==> src/rtl/updown_count_sequencer.sv <==
// rtl/updown_count_sequencer.sv - command-driven up/down counter with step budget, hold and done/wrap pulses
module updown_count_sequencer #(
  parameter int WIDTH   = 4,
  parameter int STEPS_W = 8
) (
  input  logic               clk,
  input  logic               rst,
  input  logic               cmd_valid,
  output logic               cmd_ready,
  input  logic               cmd_dir,
  input  logic [STEPS_W-1:0] cmd_steps,
  input  logic               cmd_load,
  input  logic [WIDTH-1:0]   cmd_load_val,
  input  logic               hold,
  output logic [WIDTH-1:0]   Q,
  output logic [WIDTH-1:0]   Q_not,
  output logic               busy,
  output logic               done,
  output logic               wrap
);

  typedef enum logic [1:0] {
    S_IDLE = 2'd0,
    S_RUN  = 2'd1,
    S_DONE = 2'd2
  } state_t;

  localparam logic [WIDTH-1:0]   ALL_ONES = '1;
  localparam logic [WIDTH-1:0]   ZERO     = '0;
  localparam logic [STEPS_W-1:0] ONE_STEP = STEPS_W'(1);

  state_t             state;
  state_t             state_nxt;
  logic [WIDTH-1:0]   q_r;
  logic               dir_r;
  logic [STEPS_W-1:0] remaining;
  logic               wrap_r;
  logic               accept;
  logic               step;

  // State register; reset abandons any command in flight without a done pulse
  always_ff @(posedge clk or posedge rst) begin
    if (rst) begin
      state <= S_IDLE;
    end else begin
      state <= state_nxt;
    end
  end

  // Next-state and Moore outputs; cmd_ready depends only on state and rst
  always_comb begin
    state_nxt = state;
    cmd_ready = 1'b0;
    busy      = 1'b0;
    done      = 1'b0;
    accept    = 1'b0;
    step      = 1'b0;
    case (state)
      S_IDLE: begin
        cmd_ready = ~rst;
        accept    = cmd_valid;
        if (cmd_valid) begin
          state_nxt = (cmd_steps == '0) ? S_DONE : S_RUN;
        end
      end
      S_RUN: begin
        busy = 1'b1;
        step = ~hold;
        if (~hold && (remaining == ONE_STEP)) begin
          state_nxt = S_DONE;
        end
      end
      S_DONE: begin
        busy      = 1'b1;
        done      = 1'b1;
        state_nxt = S_IDLE;
      end
      default: begin
        state_nxt = S_IDLE;
      end
    endcase
  end

  // Count datapath: preload and latch the command at accept, one step per unheld RUN edge
  always_ff @(posedge clk or posedge rst) begin
    if (rst) begin
      q_r       <= ZERO;
      dir_r     <= 1'b0;
      remaining <= '0;
      wrap_r    <= 1'b0;
    end else begin
      wrap_r <= 1'b0;
      if (accept) begin
        if (cmd_load) begin
          q_r <= cmd_load_val;
        end
        dir_r     <= cmd_dir;
        remaining <= cmd_steps;
      end else if (step) begin
        remaining <= remaining - ONE_STEP;
        if (dir_r) begin
          q_r    <= q_r + 1'b1;
          wrap_r <= (q_r == ALL_ONES);
        end else begin
          q_r    <= q_r - 1'b1;
          wrap_r <= (q_r == ZERO);
        end
      end
    end
  end

  assign Q     = q_r;
  assign Q_not = ~q_r;
  assign wrap  = wrap_r;

endmodule

==> config.mk <==
export PLATFORM = sky130hd
export DESIGN_NAME = updown_count_sequencer
export DESIGN_NICKNAME = d
export VERILOG_FILES = /design/src/rtl/updown_count_sequencer.sv
export SDC_FILE = /design/constraint.sdc
export NUM_CORES = 1
export LEC_CHECK = 0
export ABC_AREA = 1
export ABC_CLOCK_PERIOD_IN_PS = 2100
export CAP_MARGIN = 15
export CELL_PAD_IN_SITES_DETAIL_PLACEMENT = 2
export CELL_PAD_IN_SITES_GLOBAL_PLACEMENT = 2
export CORE_MARGIN = 10
export CORE_UTILIZATION = 26
export DETAILED_ROUTE_END_ITERATION = 12
export PLACE_DENSITY_LB_ADDON = 0.1
export RECOVER_POWER = 25
export SLEW_MARGIN = 20
export SYNTH_ARGS = -nofsm -noshare
export SYNTH_HDL_FRONTEND = slang
export SYNTH_SLANG_ARGS = --single-unit
==> constraint.sdc <==
create_clock -name clk -period 2.1 [get_ports clk]
set_clock_uncertainty 0.1 [all_clocks]
set_input_delay 0.315 -clock clk [delete_from_list [all_inputs] [get_ports clk]]
set_output_delay 0.315 -clock clk [all_outputs]
set_load 0.005 [all_outputs]
### PDN straps and rails, run 1

Pins as bars on the die edge. Tap cells in grey.
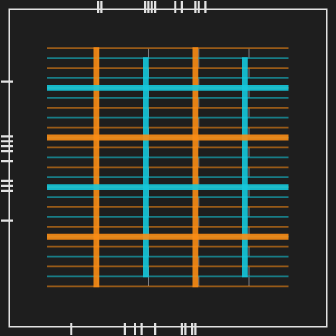
| net | colour |
|---|---|
| VSS | orange |
| VDD | cyan |
tap cells: 52
met1 rails: 25
signal pins: 30
met4 straps: 4
rows: 24
maximum vdd drop: 542 uV
Die Span Y: 86.6 um
core footprint: 0.00432 mm2
Die X: 86.6 um

### Placed cells, one colour a class, run 1

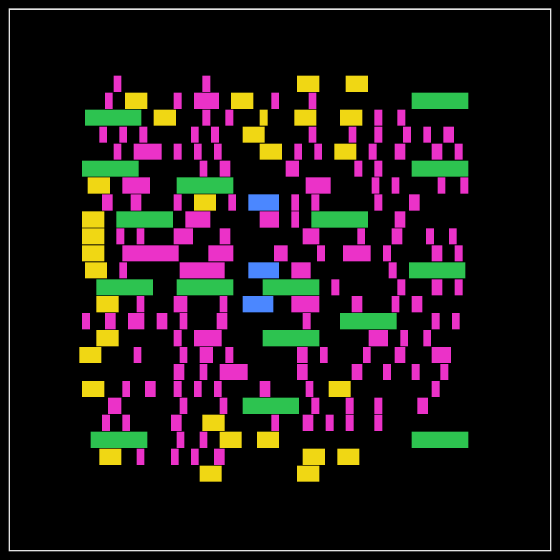
| class | colour | cells | share of their area |
|---|---|---|---|
| remaining buffers and delay cells | yellow | 30 | 20% |
| clock-net drivers | blue | 3 | 2.8% |
| registers | green | 16 | 27% |
| remaining logic cells | magenta | 148 | 51% |
flop share of the area: 0.257
Final Util: 0.360
row count: 24
Final Cell Area: 0.00156 mm2

### Routed clock nets over the placement, run 1

Scale bar: 20 um.
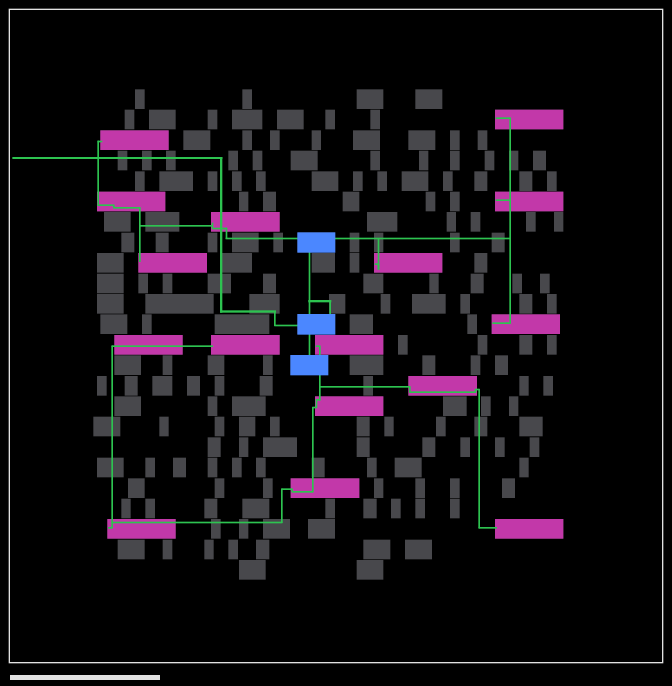
[clock wires] green | length: 331 um
[clock-net drivers] blue | count: 3
[flip-flops] magenta | count: 16
routed clock nets: 4
clk ins delay skew pair: 0.25 ns
Clk network pwr share: 0.114
power in the clock group: 244 uW

## run 1: registers in the layout (all words and copies together) (netlist names)
signal / flops
Q: 4
dir_r: 1
remaining: 8
state: 2
wrap: 1
## run 1: final cells by class
class / count / area (um2) / share of cell area
Tap cell: 52 / 65.1 / 0.0418
Timing Repair Buffer: 30 / 294 / 0.189
Clock buffer: 3 / 41.3 / 0.0265
Inverter: 26 / 103 / 0.0659
Multi-Input combinational cell: 122 / 653 / 0.420
Sequential cell: 16 / 400 / 0.257
## run 1: layout by cell type (no fill, tap or decap), types with 3 or more instances in the layout
cell type	count
ha_1	6
inv_2	3
clkbuf_8	3
nand3_1	18
dfrtp_1	16
nor2_1	15
inv_1	22
clkdlybuf4s50_1	28
o21ai_0	6
nand2_1	56
nand2_4	3
==> ci_impl_report.md, run 1 <==
### Yosys + OpenROAD results

| Metric | Value |
|---|---|
| Status | finished clean |
| Fmax | 0.501 GHz |
| P_seq | 583 uW |
| RSZ-0062 raised after global routing | false |
| Gp weighted congestion | 0.759 |
| Critical path origin | state[1] |
| Vias | 1152 |
| CP Launch Type | register |
| Top-count cell post-synth | nand2_1 |
| Yosys top cell by area | dfrtp_1 |
| Max-area cell share | 0.347 |
| P_sw | 981 uW |
| Clock Path Buffers | 2 |
| Layout overhead on the synthesized area | 34.8% |
| Top sig layer | met4 |
| CP endpoint | cmd_ready |
| Gr busiest metal | met2 |
| Hold Path Class | reg2reg |
| Detail Route met3 WL | around 91 um |
| Count of final setup violators | 0 |
| Nets | 225 |
| Commonest flop | dfrtp_1 |
| Final count of pins violating max slew | 0 |
| Post-synth EDFFs | 0 |
| Crit. End Element | output port |
| DRC violations left | 0 |
| Syn Area/Cell | 7.00 um2 |
| Hold-critical path endpoint | remaining[4] |
| Reg2reg setup slack | 0.42 ns |
| Antenna violations before repair | 0 |
| Post-Route WL | 3.82 mm |
| Registers, synthesis | 16 |
| Initial DRC count | 35 |
| # fillers | 525 |
| Layout Cells excl Fill | 249 |
| Synth area leaders | dfrtp_1, nand2_1, nand3_1 |
| Minimum clock period | 2.00 ns |
| Final Power | roughly 2100 uW |
| Postcts setup bufs | 0 |
| Post-Synthesis Cells | ~170 |
| Yosys Chip Area | ~0.0012 mm2 |
| Root Driver | clkbuf_8 |
| Power per cell area | ~1400 mW/mm2 |
| Aoi share | 0.0607 |
| CTS Sinks | 16 |
| Starting Density | 0.267 |
| R2R Path End | Q[3] |
| Worst reg2reg path startpoint | dir_r |
==> inputs of run 2 (changes only) <==
- ABC_AREA: 1 -> unset
- CORE_UTILIZATION: 26 -> 27
- PLACE_DENSITY: unset -> 0.74
- PLACE_DENSITY_LB_ADDON: 0.1 -> unset
### Placed cells, one colour a class, run 2

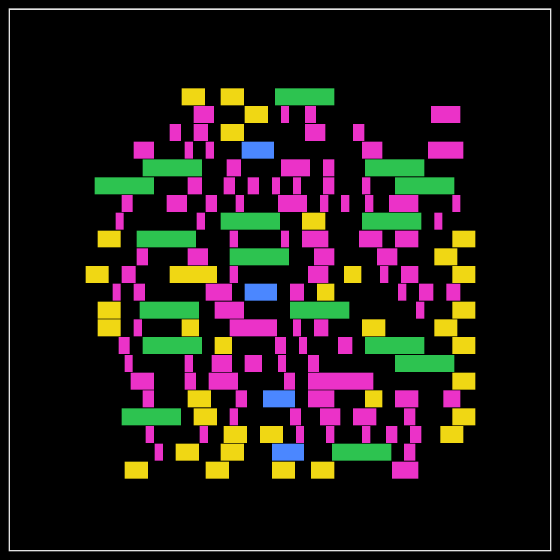
| class | colour | cells | share of their area |
|---|---|---|---|
| registers | green | 16 | 28% |
| clock drivers and dummy loads | blue | 4 | 3.8% |
| remaining buffers and delay cells | yellow | 35 | 24% |
| remaining logic cells | magenta | 98 | 45% |
row count: 22
core footprint: 0.00372 mm2
flop share of the area: 0.264

### Routing congestion map, run 2

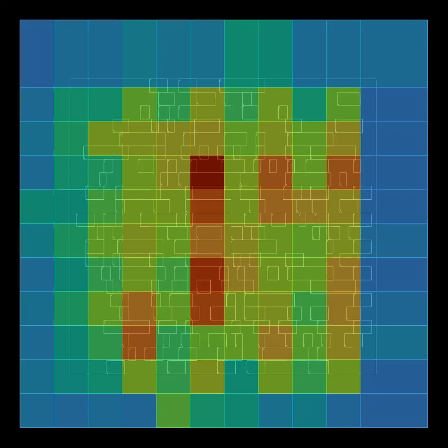
gr busiest metal: met2
routing usage on met3: 0.0140
met1 usage: 0.128
routing usage on met2: 0.191
Final Util: 0.407

==> run 2 against run 1 <==
Compared with the run above:
- worst setup slack worse by 0.029 ns
- wire length down 7.9%
- highest routed layer unchanged
- count of clock-buffer cells in the layout up 1
- critical endpoint unchanged
- area after synthesis down 8.2%
- sequential power up 3%
- synthesized cell count down 29%
==> ci_impl_report.md, run 2 <==
### Yosys + OpenROAD results

| Metric | Value |
|---|---|
| Synth area leaders | dfrtp_1, ha_1, o21ai_0 (was dfrtp_1, nand2_1, nand3_1) |
| FF/Latch Area | 400 um2 (unchanged) |
| Clk ins delay skew pair | 0.26 ns (was 0.25 ns) |
| Count of final setup violators | 0 (unchanged) |
| Most frequent cells in the layout | clkdlybuf4s50_1, nand2_1, dfrtp_1 (was nand2_1, clkdlybuf4s50_1, inv_1) |
| Yosys top cell by area | dfrtp_1 (unchanged) |
| Post-Place Cell Area | 0.00145 mm2 (was 0.00151 mm2) |
| Worst reg2reg path startpoint | dir_r (unchanged) |
| Layout overhead on the synthesized area | 42.9% (was 34.8%) |
| Combinational gate area | 609 um2 (was 653 um2) |
| Clk network pwr share | 0.138 (was 0.114) |
| Initial DRC count | 43 (was 35) |
| WP buf/inv | 2 (was 3) |
| Minimum clock period | 2.02 ns (was 2.00 ns) |
| R2R Path End | Q[3] (unchanged) |
| # fillers | 432 (was 525) |
| Invs w/o clock | 11 (was 26) |
| Buffers, non-clock | 35 (was 30) |
| Fmax | 0.494 GHz (was 0.501 GHz) |
| Post-Synthesis Cells | 117 (was 165) |
| Gp weighted congestion | 0.755 (was 0.759) |
| Layout Cells excl Fill | 201 (was 249) |
| RSZ-0062 raised after global routing | false (unchanged) |
| Cell family contributing the most delay on the critical path | buffers and inverters (unchanged) |
| Syn Area/Cell | 9.06 um2 (was 7.00 um2) |
| Post-synth EDFFs | 0 (unchanged) |
| Largest register FFs | 8 (unchanged) |
| Die Span Y | 82.7 um (was 86.6 um) |
| Root Driver | clkbuf_8 (unchanged) |
| Comb area share | 0.402 (was 0.420) |
| Postcts setup bufs | 0 (unchanged) |
| Final Power | 2090 uW (was 2150 uW) |
| Clock Path Buffers | 2 (unchanged) |
| Tap Cells | 48 (was 52) |
| Hold-critical path endpoint | state[0] (was remaining[4]) |
| Crit. End Element | output port (unchanged) |
| Registers, synthesis | 16 (unchanged) |
| Drt first pass iters | 4 (unchanged) |
| Seq cells | 16 (unchanged) |
| Final count of pins violating max slew | 0 (unchanged) |
| Power per cell area | 1380 mW/mm2 (about the same) |
| P_seq | 599 uW (was 583 uW) |
| CP Launch Type | register (unchanged) |
| Yosys Chip Area | 0.00106 mm2 (was 0.00115 mm2) |
| P_sw | 841 uW (was 981 uW) |
| DRC violations left | 0 (unchanged) |
| Reg2reg setup slack | 0.10 ns (was 0.42 ns) |
| Top-count cell post-synth | nand2_1 (unchanged) |
| Largest Register | remaining (unchanged) |
| Power in the clock group | 288 uW (was 244 uW) |
| Largest class | combinational gates (unchanged) |
| Commonest flop | dfrtp_1 (unchanged) |
| Antenna violations before repair | 0 (unchanged) |
| Comb gates | 87 (was 122) |
| CTS Sinks | 16 (unchanged) |
| Die X | 82.7 um (was 86.6 um) |
| Clock buf/inv share | 0.0364 (was 0.0265) |
| Dominant comb cell | simple AND/OR/NAND/NOR gates (unchanged) |
| Starting Density | 0.285 (was 0.267) |
| Post-Route WL | 3.52 mm (was 3.82 mm) |
| Maximum vdd drop | 366 uV (was 542 uV) |
| Final Cell Area | 0.00151 mm2 (was 0.00156 mm2) |
| Detail Route Antenna Nets | 0 (unchanged) |
| Hold Path Class | reg2reg (unchanged) |
| Aoi share | 0.153 (was 0.0607) |
| Critical path origin | state[0] (was state[1]) |
| CLK BUF | 4 (was 3) |
| Vias | 995 (was 1152) |
| Status | finished clean (unchanged) |
| CP endpoint | cmd_ready (unchanged) |
| Most numerous logic cell after layout | clkdlybuf4s50_1 (was nand2_1) |
## run 2: cell types whose count changed in the layout (fill, tap and decap cells not counted), moves of 3 or more
cell	change
buf_4	+5
inv_1	-12
nand2_1	-38
nand2_4	-3
nand3_1	-14
nor2_1	-10
nor4_1	+4
o21ai_0	+9
xnor2_1	+3
## run 2: per-layer routing
| metal | vias to the layer above | routed length (um) |
|---|---|---|
| met3 | 4 | 134 |
| met2 | 19 | 1780 |
| met4 | 0 | 44 |
| met1 | 490 | 1560 |
| met5 | - | 0 |
| li1 | 482 | - |
## run 2: timing repair
action | CTS | global route
resized | 1 | 2
hold buffers | 0 | 0
pin swaps | 0 | 1
cloned | 0 | 0
setup endpoints to repair | 1 | 2
==> inputs of run 3 (changes only) <==
- CORE_ASPECT_RATIO: unset -> 1.75
### Routing congestion map, run 3

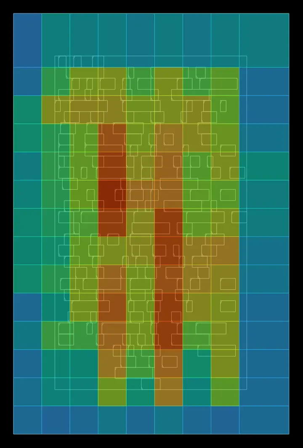
DR WL/cell: 18.5 um
Final Util: 0.405
met1 usage: 0.119
All-Layer GR Usage: 0.122

### Routed clock nets over the placement, run 3

Scale bar: 20 um.
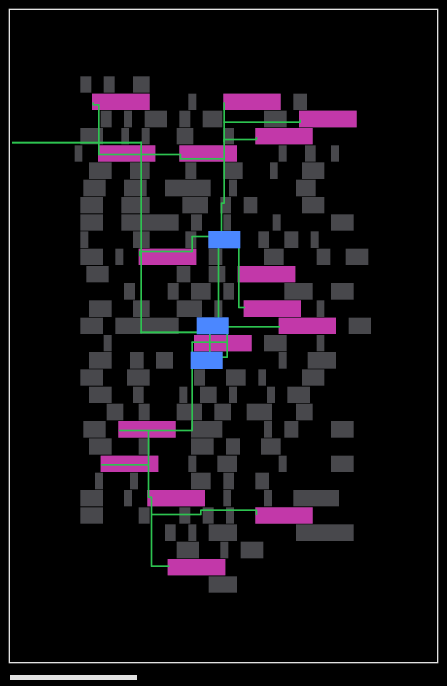
[clock wires] green | length: 280 um
[clock-net drivers] blue | count: 3
[flip-flops] magenta | count: 16
routed clock nets: 4
power in the clock group: 280 uW
Clk network pwr share: 0.129

==> run 3 against run 2 <==
Compared with the run above:
- worst setup slack improved by 0.0057 ns
- largest power group unchanged
- critical path type unchanged
- worst hold slack improved by 0.0070 ns
- total power rose by 4.3%
- cell count rose by 1.0%
- area after synthesis did not move
==> ci_impl_report.md, run 3 <==
### Yosys + OpenROAD results

| Metric | Value |
|---|---|
| Reg2reg setup slack | 0.08 ns (was 0.10 ns) |
| Drt first pass iters | 4 (unchanged) |
| Max-area cell share | 0.378 (unchanged) |
| FF/Latch Area | 400 um2 (unchanged) |
| OpenROAD warnings | 29 (unchanged) |
| Nets | 182 (was 180) |
| Final Power | 2180 uW (was 2090 uW) |
| Fmax | 0.495 GHz (was 0.494 GHz) |
| CP Launch Type | register (unchanged) |
| Buffers, non-clock | 37 (was 35) |
| Signal buffers share of area | 0.234 (was 0.230) |
| Syn nets | 143 (unchanged) |
| CTS tree | done (unchanged) |
| Power per cell area | 1410 mW/mm2 (was 1380 mW/mm2) |
| Synth Area in Simple Gates | 0.228 (unchanged) |
| Largest register FFs | 8 (unchanged) |
| CLK BUF | 4 (unchanged) |
| Crit. End Element | output port (unchanged) |
| Largest Register | remaining (unchanged) |
| Yosys top cell by area | dfrtp_1 (unchanged) |
| Dominant comb cell | simple AND/OR/NAND/NOR gates (unchanged) |
| First-pass GRT wire length | 6.49 mm (was 5.74 mm) |
| DRC violations left | 0 (unchanged) |
| Comb area share | 0.406 (was 0.402) |
| # fillers | 467 (was 432) |
| Flop share of the area | 0.258 (was 0.264) |
| Detail Route Antenna Nets | 0 (unchanged) |
| Starting Density | 0.277 (was 0.285) |
| Final count of pins violating max slew | 0 (unchanged) |
| Hold-critical path endpoint | state[0] (unchanged) |
| Invs w/o clock | 11 (unchanged) |
| WP buf/inv | 2 (unchanged) |
| Status | finished clean (unchanged) |
| Initial DRC count | 6 (was 43) |
| Hold path depth | 1 (unchanged) |
| CP endpoint | cmd_ready (unchanged) |
| Combinational gate area | 629 um2 (was 609 um2) |
| Top-count cell post-synth | nand2_1 (unchanged) |
| Most numerous logic cell after layout | clkdlybuf4s50_1 (unchanged) |
| Registers, synthesis | 16 (unchanged) |
| Post-Synthesis Cells | 117 (unchanged) |
| Core footprint | 0.00383 mm2 (was 0.00372 mm2) |
| Layout overhead on the synthesized area | 46.2% (was 42.9%) |
| Clk ins delay skew pair | 0.25 ns (was 0.26 ns) |
| Syn Area/Cell | 9.06 um2 (unchanged) |
| CTS Sinks | 16 (unchanged) |
| Worst reg2reg path startpoint | dir_r (unchanged) |
| Clock Path Buffers | 2 (unchanged) |
| Critical path origin | state[0] (unchanged) |
| Most frequent cells in the layout | clkdlybuf4s50_1, nand2_1, dfrtp_1 (unchanged) |
| Seq cells | 16 (unchanged) |
| Aoi share | 0.153 (unchanged) |
| Hold-fix buffers, CTS | 0 (unchanged) |
| Critical Path AT | 1.60 ns (was 1.61 ns) |
| P_sw | 874 uW (was 841 uW) |
| Yosys Chip Area | 0.00106 mm2 (unchanged) |
| Synth area leaders | dfrtp_1, ha_1, o21ai_0 (unchanged) |
| Count of final setup violators | 0 (unchanged) |
| Cell family contributing the most delay on the critical path | buffers and inverters (unchanged) |
| Yosys cell count | 117 (unchanged) |
| Post-Route WL | 3.76 mm (was 3.52 mm) |
| Post-Place Cell Area | 0.00146 mm2 (was 0.00145 mm2) |
| Tap Cells | 48 (unchanged) |
| Postcts setup bufs | 0 (unchanged) |
| Commonest flop | dfrtp_1 (unchanged) |
| Gp weighted congestion | 0.835 (was 0.755) |
| Vias | 1008 (was 995) |
| Hold Path Class | reg2reg (unchanged) |
| Maximum vdd drop | 515 uV (was 366 uV) |
| Antenna violations before repair | 0 (unchanged) |
| Largest class | combinational gates (unchanged) |
| Placed cell count | 198 (was 197) |
| Row count | 30 (was 22) |
| Die Span Y | 103 um (was 82.7 um) |
| Die X | 67.4 um (was 82.7 um) |
| Layout Cells excl Fill | 203 (was 201) |
| Cts repair resizes | 1 (unchanged) |
| R2R Path End | Q[3] (unchanged) |
| Clock buf/inv share | 0.0355 (was 0.0364) |
| Final Cell Area | 0.00155 mm2 (was 0.00151 mm2) |
| CP Class | reg2out (unchanged) |
| Int Power | 1300 uW (was 1250 uW) |
| DPL Wire Length | 3.10 mm (was 2.69 mm) |
| Minimum clock period | 2.02 ns (about the same) |
| Root Driver | clkbuf_8 (unchanged) |
| Comb gates | 87 (unchanged) |
-- run 3: per-layer routing --
layer  up-vias  GRT usage  share of wire
met4         0     0.0349         0.0077
met2        26      0.239           0.56
li1        480          -              -
met3         2     0.0305          0.054
met5         -          0              0
met1       500      0.119           0.38
-- run 3: worst reg2reg max path: cells and delay by family (launching register included) --
kind                     cells  cell delay, ns
flip-flops                   1            0.41
AND/OR/NAND/NOR              3            0.65
adder cells (fa/ha/maj)      1            0.25
buffers and inverters        1            0.13
AND-OR/OR-AND                1            0.37
-- run 3: power by group through the flow --
stage | combinational (uW) | sequential (uW) | clock, uW
2_1_floorplan | 688 | 578 | 0
3_3_place_gp | 1190 | 576 | 0
3_5_place_dp | 1270 | 592 | 0
4_1_cts | 1280 | 588 | 289
5_1_grt | 1500 | 610 | 303
6_report | 1310 | 586 | 280
Power is estimated from default activity; no workload was simulated.
